==> images/m2.png <==
Scale: 2 px per um.
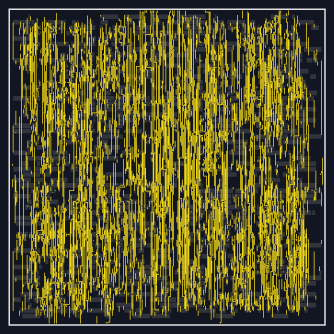
==> images/gates.png <==
Scale: 3 px per um.
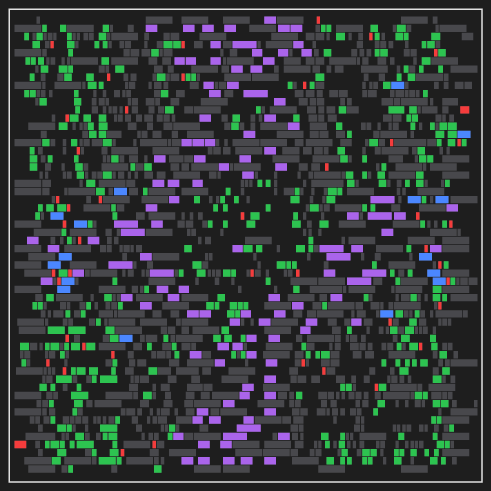
==> images/ff_map.png <==
Scale: 3 px per um. Other sequential cells in the stronger grey, the rest of the logic in the fainter grey.
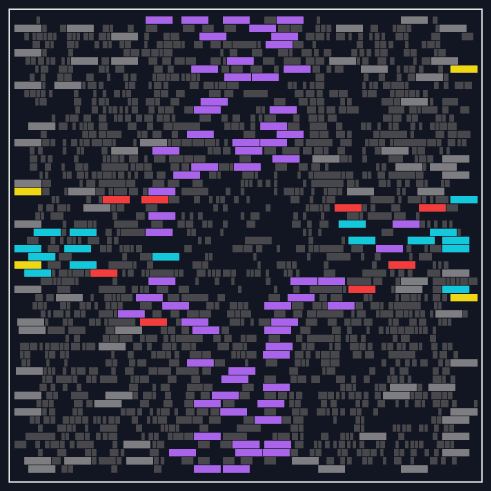
[src/rtl/multi_up_counter.sv]
// multi_up_counter
// ----------------
// NCH independent up-counter channels that share one register write/read
// port. Each channel has a count, compare, control and status register. Each
// channel counts rising edges of its own tick input. It can run in
// stop-on-match, auto-reload or free-run mode.
//
// Build option:
//   UP_COUNTER_PRESCALE_EN - when defined, adds a shared prescaler. A channel
//   with ctrl[3]=1 counts the prescaler strobe instead of its tick_in edges.
//   When undefined, the prescaler is absent, prescale_load is ignored, and
//   ctrl[3] always reads 0.
//
// Ports:
//   sysclk        system clock
//   sysreset      asynchronous active-high reset
//   data_in       write data (also the prescaler divisor on prescale_load)
//   addr          {channel, sel}; sel 0=count 1=compare 2=control 3=status
//   wr            one-cycle write strobe for the register at addr
//   data_out      combinational read of the register at addr
//   prescale_load load data_in into the shared prescaler divisor
//   tick_in       per-channel external tick; rising edges are counted
//   expired       per-channel level, count == compare
//   irq           per-channel sticky match flag AND irq enable
//
// Control register: [0] enable, [2:1] mode (00 stop, 01 reload, 10 free,
// 11 acts as stop), [3] tick source, [4] irq enable.
// Status register: [0] match (sticky), [1] overflow (sticky); write 1 to clear.

module multi_up_counter #(
    parameter int WIDTH = 16,
    parameter int NCH   = 4,
    localparam int CHW  = (NCH > 1) ? $clog2(NCH) : 1
) (
    input  logic             sysclk,
    input  logic             sysreset,
    input  logic [WIDTH-1:0] data_in,
    input  logic [CHW+1:0]   addr,
    input  logic             wr,
    output logic [WIDTH-1:0] data_out,
    input  logic             prescale_load,
    input  logic [NCH-1:0]   tick_in,
    output logic [NCH-1:0]   expired,
    output logic [NCH-1:0]   irq
);

    localparam logic [1:0] SEL_COUNT   = 2'd0;
    localparam logic [1:0] SEL_COMPARE = 2'd1;
    localparam logic [1:0] SEL_CTRL    = 2'd2;
    localparam logic [1:0] SEL_STATUS  = 2'd3;

    localparam logic [1:0] MODE_RELOAD = 2'b01;
    localparam logic [1:0] MODE_FREE   = 2'b10;

    logic [WIDTH-1:0] cnt_q  [NCH];
    logic [WIDTH-1:0] cnt_d  [NCH];
    logic [WIDTH-1:0] cmp_q  [NCH];
    logic [WIDTH-1:0] cmp_d  [NCH];
    logic [4:0]       ctrl_q [NCH];
    logic [4:0]       ctrl_d [NCH];
    logic [1:0]       stat_q [NCH];
    logic [1:0]       stat_d [NCH];
    logic [1:0]       setFlags [NCH];
    logic [1:0]       clrFlags [NCH];
    logic [WIDTH-1:0] cntInc [NCH];
    logic [NCH-1:0]   tickLast_q;
    logic [NCH-1:0]   tickEvent;
    logic [CHW-1:0]   chSel;
    logic [1:0]       regSel;
    logic             strobe;
    logic [4:0]       ctrlWriteMask;

    assign chSel  = addr[CHW+1:2];
    assign regSel = addr[1:0];

`ifdef UP_COUNTER_PRESCALE_EN
    logic [WIDTH-1:0] preDiv_q;
    logic [WIDTH-1:0] preCnt_q;

    // The prescaler counts 0..divisor and strobes on the last count. The
    // strobe is therefore one cycle wide, every divisor+1 cycles. Loading a
    // new divisor restarts the count, so the phase is known after a load.
    assign strobe        = (preCnt_q == preDiv_q);
    assign ctrlWriteMask = 5'b11111;

    always_ff @(posedge sysclk or posedge sysreset) begin
        if (sysreset) begin
            preDiv_q <= '0;
            preCnt_q <= '0;
        end else if (prescale_load) begin
            preDiv_q <= data_in;
            preCnt_q <= '0;
        end else if (strobe) begin
            preCnt_q <= '0;
        end else begin
            preCnt_q <= preCnt_q + WIDTH'(1);
        end
    end
`else
    logic unusedPrescaleLoad;

    // Without the prescaler there is never a strobe. The tick-source bit
    // cannot be stored, so it always reads back as 0.
    assign unusedPrescaleLoad = prescale_load;
    assign strobe             = 1'b0;
    assign ctrlWriteMask      = 5'b10111;
`endif

    // Each channel picks its tick source. A level held high on tick_in
    // produces only one event, because the edge compares against last cycle.
    always_comb begin
        for (int i = 0; i < NCH; i++) begin
            tickEvent[i] = ctrl_q[i][3] ? strobe : (tick_in[i] & ~tickLast_q[i]);
        end
    end

    // Next-state for every channel. The tick is applied first. A register
    // write then overrides it: a count write discards the tick and any flag
    // it would have raised. Status clear and flag set are merged so that a
    // newly raised flag survives a clear in the same cycle.
    always_comb begin
        for (int i = 0; i < NCH; i++) begin
            cnt_d[i]    = cnt_q[i];
            cmp_d[i]    = cmp_q[i];
            ctrl_d[i]   = ctrl_q[i];
            setFlags[i] = 2'b00;
            clrFlags[i] = 2'b00;
            cntInc[i]   = cnt_q[i] + WIDTH'(1);

            if (ctrl_q[i][0] && tickEvent[i]) begin
                case (ctrl_q[i][2:1])
                    MODE_RELOAD: begin
                        if (cnt_q[i] == cmp_q[i]) begin
                            cnt_d[i]       = '0;
                            setFlags[i][0] = 1'b1;
                        end else begin
                            cnt_d[i] = cntInc[i];
                        end
                    end
                    MODE_FREE: begin
                        cnt_d[i] = cntInc[i];
                        if (cntInc[i] == cmp_q[i]) begin
                            setFlags[i][0] = 1'b1;
                        end
                        if (&cnt_q[i]) begin
                            setFlags[i][1] = 1'b1;
                        end
                    end
                    default: begin
                        if (cnt_q[i] != cmp_q[i]) begin
                            cnt_d[i] = cntInc[i];
                            if (cntInc[i] == cmp_q[i]) begin
                                setFlags[i][0] = 1'b1;
                            end
                        end
                    end
                endcase
            end

            if (wr && (chSel == CHW'(i))) begin
                case (regSel)
                    SEL_COUNT: begin
                        cnt_d[i]    = data_in;
                        setFlags[i] = 2'b00;
                    end
                    SEL_COMPARE: cmp_d[i]    = data_in;
                    SEL_CTRL:    ctrl_d[i]   = data_in[4:0] & ctrlWriteMask;
                    default:     clrFlags[i] = data_in[1:0];
                endcase
            end

            stat_d[i] = (stat_q[i] & ~clrFlags[i]) | setFlags[i];
        end
    end

    // Channel state. The tick history is sampled every cycle regardless of
    // enable, so a disabled channel does not see a stale edge when re-enabled.
    always_ff @(posedge sysclk or posedge sysreset) begin
        if (sysreset) begin
            tickLast_q <= '0;
            for (int i = 0; i < NCH; i++) begin
                cnt_q[i]  <= '0;
                cmp_q[i]  <= '0;
                ctrl_q[i] <= '0;
                stat_q[i] <= '0;
            end
        end else begin
            tickLast_q <= tick_in;
            for (int i = 0; i < NCH; i++) begin
                cnt_q[i]  <= cnt_d[i];
                cmp_q[i]  <= cmp_d[i];
                ctrl_q[i] <= ctrl_d[i];
                stat_q[i] <= stat_d[i];
            end
        end
    end

    // Read mux. A channel number beyond NCH-1 reads as zero.
    always_comb begin
        data_out = '0;
        for (int i = 0; i < NCH; i++) begin
            if (chSel == CHW'(i)) begin
                case (regSel)
                    SEL_COUNT:   data_out = cnt_q[i];
                    SEL_COMPARE: data_out = cmp_q[i];
                    SEL_CTRL:    data_out = {{(WIDTH-5){1'b0}}, ctrl_q[i]};
                    default:     data_out = {{(WIDTH-2){1'b0}}, stat_q[i]};
                endcase
            end
        end
    end

    // Level outputs straight from registered state.
    always_comb begin
        for (int i = 0; i < NCH; i++) begin
            expired[i] = (cnt_q[i] == cmp_q[i]);
            irq[i]     = stat_q[i][0] & ctrl_q[i][4];
        end
    end

endmodule

[config.mk]
export PLATFORM = sky130hd
export DESIGN_NAME = multi_up_counter
export DESIGN_NICKNAME = d
export VERILOG_FILES = /design/src/rtl/multi_up_counter.sv
export SDC_FILE = /design/constraint.sdc
export NUM_CORES = 1
export LEC_CHECK = 0
export CAP_MARGIN = 20
export CORE_UTILIZATION = 50
export CTS_CLUSTER_SIZE = 10
export DETAILED_ROUTE_END_ITERATION = 16
export DONT_BUFFER_PORTS = 1
export GPL_TIMING_DRIVEN = 0
export SYNTH_ARGS = -nofsm -noshare
export SYNTH_HDL_FRONTEND = slang
export SYNTH_SLANG_ARGS = --single-unit
[constraint.sdc]
create_clock -name sysclk -period 6.35 [get_ports sysclk]
set_input_delay 0.9525 -clock sysclk [delete_from_list [all_inputs] [get_ports sysclk]]
set_output_delay 0.9525 -clock sysclk [all_outputs]
set_load 0.01 [all_outputs]
==> flow_summary.toml <==
# flow metrics
[route]
drt_iter0_markers = 1166
wl_met2_mm = 20.3
met1_length_mm = 20.3
postRouteWirelength_mm = 46.1
wl_per_cell_um = 26.4

[place]
dp_hpwl_mm = 33.4
placed_cell_area_um2 = 12500

[layout]
logic_gates = 1085
logic_area_um2 = 7460
largest_class = "logic gates"
fin_nets = 1459
seq_cells = 156
clk_share = 0.0475

[critical_path]
cp.depth = 8
cp.arrival_ns = 3.24
cp-end-kind = "output pin"
start_kind = "input port"

[clocking]
clockBufferDepth = 2
cts-resized-gates = 0
clkLatencyLatePin_ns = 0.44

[die]
nWellTaps = 319
rows = 56
floorplan.core_util = 0.511
die_h_um = 157
chipArea_um2 = 24700

[synthesis]
synthCells = 1394
edf_count = 0
simple_gate_share = 0.206
ys_area_um2 = 12000
netlist_area_um2 = 12000
avgSynthCellArea_um2 = 8.62
synth_warnings = 0
netlist-cell-type-count = 83
ys_seq_frac = 0.325
top_cells_by_count = "dfrtp_1, nand2_1, nor2_1, o21ai_0, nand3_1"
synth_flops = 156
synthAdderAreaFrac = 0.0167

[global_routing]
grt_max_degree = 80

[timing]
setup_ws_ns = 2.15
fin_hold_ws_ns = 0.412
tns_ns = 0
worst_pin_slew_ns = 0.994
timing_hold_violations_final = 0
slew_violations = 0

[run_status]
status = "finished, final reports clean"
## Picture notes: m2.png
The wires run mostly vertical. The longest straight run is 72.9 um. The layer holds 44% of the routed length.

## Picture notes: gates.png
Key: purple = mux cells [cells 114]; blue = fa/ha/maj cells [cells 16]; green = aoi and oai cells [cells 336, where all over the die]; red = inv cells [cells 45, where all over the die]
logic share of the area: 0.570
final non-filler cell total: 1,748

## Picture notes: ff_map.png
Key: red = stat_q [placed flops 8]; yellow = tickLast_q [placed flops 4]; purple = cmp_q [placed flops 64]; cyan = ctrl_q [placed flops 16]
Another 64 sequential cells are not coloured.
Reg area: 3900 um2
final core occ: 0.556
power in sequential cells: 1.59 mW
flop share of the area: 0.298

## path summary, 6_finish.rpt
kind / start / to / slack [ns]
hold / removal: sysreset / cnt_q[56]$_DFF_PP0_ / 0.41
setup / recovery: addr[0] / data_out[8] / 2.15
min in group sysclk: stat_q[1]$_DFF_PP0_ / stat_q[1]$_DFF_PP0_ / 0.52
max in group asynchronous: sysreset / cmp_q[62]$_DFFE_PP0P_ / 5.10
setup reg to reg: cnt_q[46]$_DFF_PP0_ / cnt_q[32]$_DFF_PP0_ / 3.12
hold reg to reg: stat_q[1]$_DFF_PP0_ / stat_q[1]$_DFF_PP0_ / 0.52
## registers in the layout (all words and copies together), names as in the netlist
| name | count |
|---|---|
| cnt_q | 64 |
| tickLast_q | 4 |
| ctrl_q | 16 |
| cmp_q | 64 |
| stat_q | 8 |
Power is estimated from default activity; no workload was simulated.
